Metal 1:
Supply wires on this layer in grey.
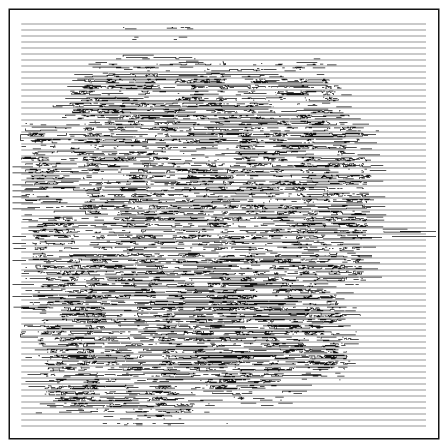
Metal 2:
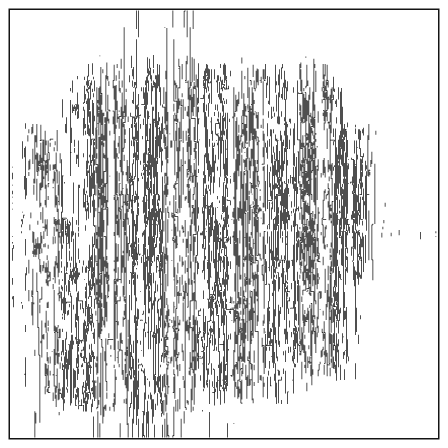
Signal wires on met3:
The bar under the picture is 50 µm long. Cells faint in the background.
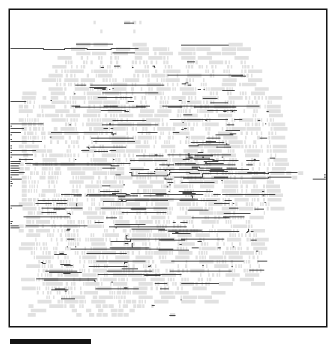
### config.mk
export PLATFORM = sky130hd
export DESIGN_NAME = dot_scan_rx
export DESIGN_NICKNAME = d
export VERILOG_FILES = /design/src/rtl/dot_scan_rx_pkg.sv /design/src/rtl/dot_scan_rx_scan_onehot_dec.sv /design/src/rtl/dot_scan_rx.sv
export SDC_FILE = /design/constraint.sdc
export NUM_CORES = 1
export LEC_CHECK = 0
export ABC_AREA = 1
export CAP_MARGIN = 20
export CORE_MARGIN = 5
export CORE_UTILIZATION = 40
export CTS_CLUSTER_SIZE = 25
export DETAILED_ROUTE_END_ITERATION = 16
export GPL_TIMING_DRIVEN = 0
export PLACE_DENSITY = 0.68
export SYNTH_ARGS = -nofsm -noshare
export SYNTH_HDL_FRONTEND = slang
export SYNTH_HIERARCHICAL = 1
export SYNTH_SLANG_ARGS = --single-unit
export TNS_END_PERCENT = 30
### constraint.sdc
create_clock -name clk -period 3.9 [get_ports clk]
set_clock_uncertainty 0.2 [all_clocks]
set_input_delay 0.39 -clock clk [delete_from_list [all_inputs] [get_ports clk]]
set_output_delay 0.39 -clock clk [all_outputs]
set_load 0.1 [all_outputs]
### src/rtl/dot_scan_rx_pkg.sv
// dot_scan_rx_pkg: shared taximeter display constants for the dot column scan receiver
package dot_scan_rx_pkg;
    localparam int DOT_ROW_W = 14;
    localparam int DOT_COLS = 10;
    localparam int COL_IW = 4;
    localparam logic [0:0] ST_SYNC = 1'b0;
    localparam logic [0:0] ST_CAPTURE = 1'b1;
    localparam logic [DOT_COLS-1:0] COL0_PAT = {{(DOT_COLS-1){1'b1}}, 1'b0};
endpackage

### src/rtl/dot_scan_rx_scan_onehot_dec.sv
// scan_onehot_dec: active-low one-hot column select to column index plus valid flag
module scan_onehot_dec #(
    parameter int N = 10,
    parameter int IW = 4
) (
    input  logic [N-1:0]  scan_n_i,
    output logic [IW-1:0] idx_o,
    output logic          valid_o
);
    logic seen;
    logic multi;
    // find the low bit and flag any second low bit as an invalid pattern
    always_comb begin
        seen = 1'b0;
        multi = 1'b0;
        idx_o = '0;
        for (int k = 0; k < N; k++) begin
            if (!scan_n_i[k]) begin
                multi = multi | seen;
                seen = 1'b1;
                idx_o = IW'(k);
            end
        end
        valid_o = seen & ~multi;
    end
endmodule

### src/rtl/dot_scan_rx.sv
// dot_scan_rx: captures scanned dot columns into a shadow frame and commits complete frames
module dot_scan_rx
    import dot_scan_rx_pkg::*;
#(
    parameter int ROW_W = DOT_ROW_W,
    parameter int COLS = DOT_COLS
) (
    input  logic             clk,
    input  logic             reset,
    input  logic [ROW_W-1:0] dot_d,
    input  logic [COLS-1:0]  dot_scan,
    input  logic [3:0]       rd_col,
    output logic [ROW_W-1:0] rd_data,
    output logic             frame_valid,
    output logic             scan_err,
    output logic [7:0]       frame_cnt,
    output logic [7:0]       err_cnt,
    output logic             locked
);
    localparam logic [COL_IW-1:0] LAST = COL_IW'(COLS - 1);

    logic [COL_IW-1:0]           col_idx;
    logic                        col_vld;
    logic [0:0]                  state_q, state_d;
    logic [COL_IW-1:0]           exp_q, exp_d;
    logic [COLS-1:0][ROW_W-1:0]  shadow_q, shadow_d;
    logic [COLS-1:0][ROW_W-1:0]  frame_q, frame_d;
    logic                        fv_q, fv_d;
    logic                        err_q, err_d;
    logic [7:0]                  fcnt_q, fcnt_d;
    logic [7:0]                  ecnt_q, ecnt_d;

    scan_onehot_dec #(.N(COLS), .IW(COL_IW)) u_dec (
        .scan_n_i (dot_scan),
        .idx_o    (col_idx),
        .valid_o  (col_vld)
    );

    // next-state: lock on column 0, accept columns in order, commit on the last, resync on errors
    always_comb begin
        state_d = state_q;
        exp_d = exp_q;
        shadow_d = shadow_q;
        frame_d = frame_q;
        fv_d = 1'b0;
        err_d = 1'b0;
        fcnt_d = fcnt_q;
        ecnt_d = ecnt_q;
        if (state_q == ST_SYNC) begin
            if (col_vld && col_idx == '0) begin
                shadow_d[0] = dot_d;
                exp_d = COL_IW'(1);
                state_d = ST_CAPTURE;
            end
        end else if (col_vld && col_idx == exp_q) begin
            shadow_d[col_idx] = dot_d;
            if (col_idx == LAST) begin
                frame_d = shadow_d;
                fv_d = 1'b1;
                fcnt_d = fcnt_q + 8'd1;
                exp_d = '0;
            end else begin
                exp_d = exp_q + COL_IW'(1);
            end
        end else begin
            err_d = 1'b1;
            ecnt_d = (ecnt_q == 8'hFF) ? ecnt_q : ecnt_q + 8'd1;
            shadow_d = '0;
            if (col_vld && col_idx == '0) begin
                shadow_d[0] = dot_d;
                exp_d = COL_IW'(1);
            end else begin
                exp_d = '0;
                state_d = ST_SYNC;
            end
        end
    end

    // state registers, cleared immediately by reset
    always_ff @(posedge clk or negedge reset) begin
        if (!reset) begin
            state_q <= ST_SYNC;
            exp_q <= '0;
            shadow_q <= '0;
            frame_q <= '0;
            fv_q <= 1'b0;
            err_q <= 1'b0;
            fcnt_q <= '0;
            ecnt_q <= '0;
        end else begin
            state_q <= state_d;
            exp_q <= exp_d;
            shadow_q <= shadow_d;
            frame_q <= frame_d;
            fv_q <= fv_d;
            err_q <= err_d;
            fcnt_q <= fcnt_d;
            ecnt_q <= ecnt_d;
        end
    end

    // read port: committed column, zero beyond the last column
    always_comb begin
        rd_data = '0;
        for (int k = 0; k < COLS; k++) begin
            if (rd_col == 4'(k)) rd_data = frame_q[k];
        end
    end

    assign frame_valid = fv_q;
    assign scan_err = err_q;
    assign frame_cnt = fcnt_q;
    assign err_cnt = ecnt_q;
    assign locked = state_q == ST_CAPTURE;
endmodule

==> results.txt <==
Implementation results are summarized by area below.

Pwr
The fraction of power consumed by the clock network is 0.467. In the power breakdown, the internal column shows 4.99 mW. The standby leakage power is 7.70 nW. The total power divided by cell area is 412 mW/mm². The clock network power reported by the tool is 3.04 mW. The net switching power in the latest report is 1.52 mW. The largest power group is sequential cells. The fraction of power spent switching nets is 0.234. The reported sequential group power is 3.08 mW. In this run the VDD rail shows a maximum IR drop of 0.360 mV.

The power report attributes to the sequential group a share of 0.473. The combinational power reported by the tool is 388 µW. The final power report lists total power as 6.51 mW.

Setup path
The type of the setup path with the least slack is primary input to output port. For this run, the slowest stage of the critical path takes 0.65 ns. The worst setup path endpoint is rd_data[6].

The critical register-to-register path startpoint is exp_q[1]. The standard cell with the maximum stage delay on the critical path is sky130_fd_sc_hd__clkdlybuf4s50_1. The kind of end point of the critical path is an output port.

The number of buffers and inverters on the critical path is 4. The worst endpoint data arrival time is 3.32 ns. The timing report attributes the biggest portion of critical-path delay to buffers and inverters. The critical path runs through a total of 11 cells.

The setup slack of the most critical reg-to-reg path is 1.27 ns. The required time of the critical path is 3.31 ns. The most repeated library cell on the critical path is sky130_fd_sc_hd__nor2_1. The reg-to-reg endpoint is shadow_q[73]. In this run the worst path has a maximum fanout of 10. The report lists the cells along the critical path as clkdlybuf4s50_1 -> nor2_1 -> clkbuf_1 -> clkbuf_1 -> nand3_1 -> nand2_1 -> nor2_1 -> nand4_1 -> nor2_1 -> nand4_1 -> clkdlybuf4s15_2.

Synthesis
Yosys reported that registers with async set or reset make up 1.00. Of the post-synthesis cell area, the dominant cell type holds 0.534. Of the post-synthesis cell area, the part taken by muxes is 0. The combinational family with the most area after synthesis is simple AND/OR/NAND/NOR gates.

The number of warnings reported in the yosys synthesis log is 6. The post-synth register bit count is 289. Post-synth the commonest register cell is sky130_fd_sc_hd__dfrtp_1. Post-synthesis, Yosys gives the total cell area as 0.0135 mm². Per Yosys stat, the portion of area used by sequential elements is 0.534.

The area fraction in and, or, nand and nor cells is 0.259. The mean instance size in the synthesized netlist is 7.87 µm². The most common cell in the netlist is sky130_fd_sc_hd__nand2_1.

The number of cells reported by Yosys stat comes to 1721. After synthesis, the netlist uses 32 different library cells. After synthesis, the most frequently instantiated cells are 529 x sky130_fd_sc_hd__nand2_1, 289 x sky130_fd_sc_hd__dfrtp_1, 202 x sky130_fd_sc_hd__nor2_1. The area share of and-or/or-and cells after synthesis is 0.137.

The main area contributors are sky130_fd_sc_hd__dfrtp_1 53%, sky130_fd_sc_hd__nand2_1 15%, sky130_fd_sc_hd__nor2_1 5.6%. The synthesized design contains 0 enable-type register cells. The cell accounting for the most synthesized area is sky130_fd_sc_hd__dfrtp_1. The number of nets in the synthesized netlist is 1754. The gate count after technology mapping is 1721.

STA
The worst slack on hold paths is 0.120 ns. Setup repair after global routing could not meet its margin everywhere. For this run, the final setup violation count is recorded as 2. The number of failing hold endpoints at the final stage is 0.

Static timing analysis puts the maximum clock frequency at 0.256 GHz. The final number of max-transition violations is 0. The shortest clock period the worst path allows after layout is 3.91 ns. Per the slew report, the remaining headroom to the max-slew limit stands at 0.336. In the finished design, the share of the clock period the worst path needs comes to 1.00.

At the pin with the least slew margin, the transition time is 0.993 ns. The critical path in the final layout is reported with a setup slack of -0.0135 ns.

Global routing
The overall routing resource usage is 0.221. The routing layer with the top usage in global route is met2. The global route stage reports its total congestion overflow as 0. The number of global-route vias before repair was 11932. The met3 routing resource usage after global routing is 0.0454. The number of antenna violations at the first check in global routing is 1. met2 track demand over resource after global routing is 0.345.

Run status
The checks that failed: negative setup slack. The flow ran to the end, but the final reports show violations.

Cells and area
In the final layout, the fill cell count is 3265. The sequential fraction of total cell area is 0.458. The number of standard cells in the layout, taps in and fillers out is 2289.

Summing all non-filler instances in the final layout gives an area of 0.0158 mm². The antenna cell count is 0. After the last flow step, the layout net total stands at 1852.

In the layout the commonest cells are 529 x sky130_fd_sc_hd__nand2_1, 289 x sky130_fd_sc_hd__dfrtp_1, 202 x sky130_fd_sc_hd__nor2_1. The area growth from synthesis to layout is 16.6%. The library cell used most frequently in the layout, excluding fill and tap cells, is sky130_fd_sc_hd__nand2_1.

The proportion of final cell area spent on non-clock buffers is 0.0680. The non-clock inverters instantiated in the layout total 89. Per the layout area report, the register area comes to 0.00723 mm². The layout contains a multi-input combinational cell count of 1246.

The combinational share of cell area is 0.351. Per the layout report, the design carries 46 clock buffers. The combinational gate area is 0.00554 mm².

The register name with the most flops is frame_q. In the final layout, the share of cells above drive strength 1 is 0.0668. The top cell class by occupied area is sequential cells.

The end-of-flow core utilization is 0.472. The registers reported with the highest flop counts are frame_q (140), shadow_q (126). The count of non-CTS buffers in the layout is 162.

Routing
For this sky-water flow run, the detailed-routed wirelength per cell is reported as 18.6 µm. Per the post-route antenna check, the number of violating nets is 0. Signal routing reaches up to met5.

The DRC violation count after routing is 0. In the per-layer summary, the met1 wirelength comes to 17800 µm. After detailed routing, the met3 layer carries 3440 µm of wire. Using the TritonRoute via totals, the vias-per-cell ratio works out to 5.39.

Floorplanning
The core utilization before placement is 0.405. The flow inserted 448 tap cells. The width of the die is 194 µm. According to the floorplan report, the placeable core area is 0.0334 mm².

The height of the die is 194 µm. The count of pins on the block boundary is 63. The floorplan step defined a die boundary enclosing 0.0376 mm².

Clock network
The report puts the hold buffer count at CTS at 1. The CTS tree is yes. The number of buffers inserted during clock tree synthesis is 31. The number of clock sinks came to 289.

CTS built an H-tree with a depth of 1. The cell at the root of the clock tree is sky130_fd_sc_hd__clkbuf_16. The post-cts gate resize count is 41. Per the repair_timing log after CTS, setup buffers inserted total 0.

Placement
The routability congestion estimate is 0.874. Once placement completed, the tool counted placed cells totaling 2233. The post-placement worst setup slack is -0.626 ns.

The instance area after placement is 0.0148 mm². The detailed placement HPWL is 29100 µm.

Job
Across all stage logs, warnings added up to 31. The number of maximum-capacitance violations recorded for the run is 0.

Hold path
The path category of the worst min-delay check is primary input to asynchronous set/reset pin.
Notes on 'metal 1' above:
The layer holds 42% of the routed length. The layer carries 17800 µm of wire. The wires run mostly horizontal.
global routing usage on met1: 0.305
total number of vias: 12329
drt total wl: 42600 µm

Notes on 'metal 2' above:
The layer carries 19200 µm of wire. 1445 nets have wire on it.

Notes on 'signal wires on met3' above:
The longest straight run is 64.4 µm. 189 nets have wire on it. The wires run mostly horizontal.

No activity file was given, so power comes from the tool's default toggle rates.
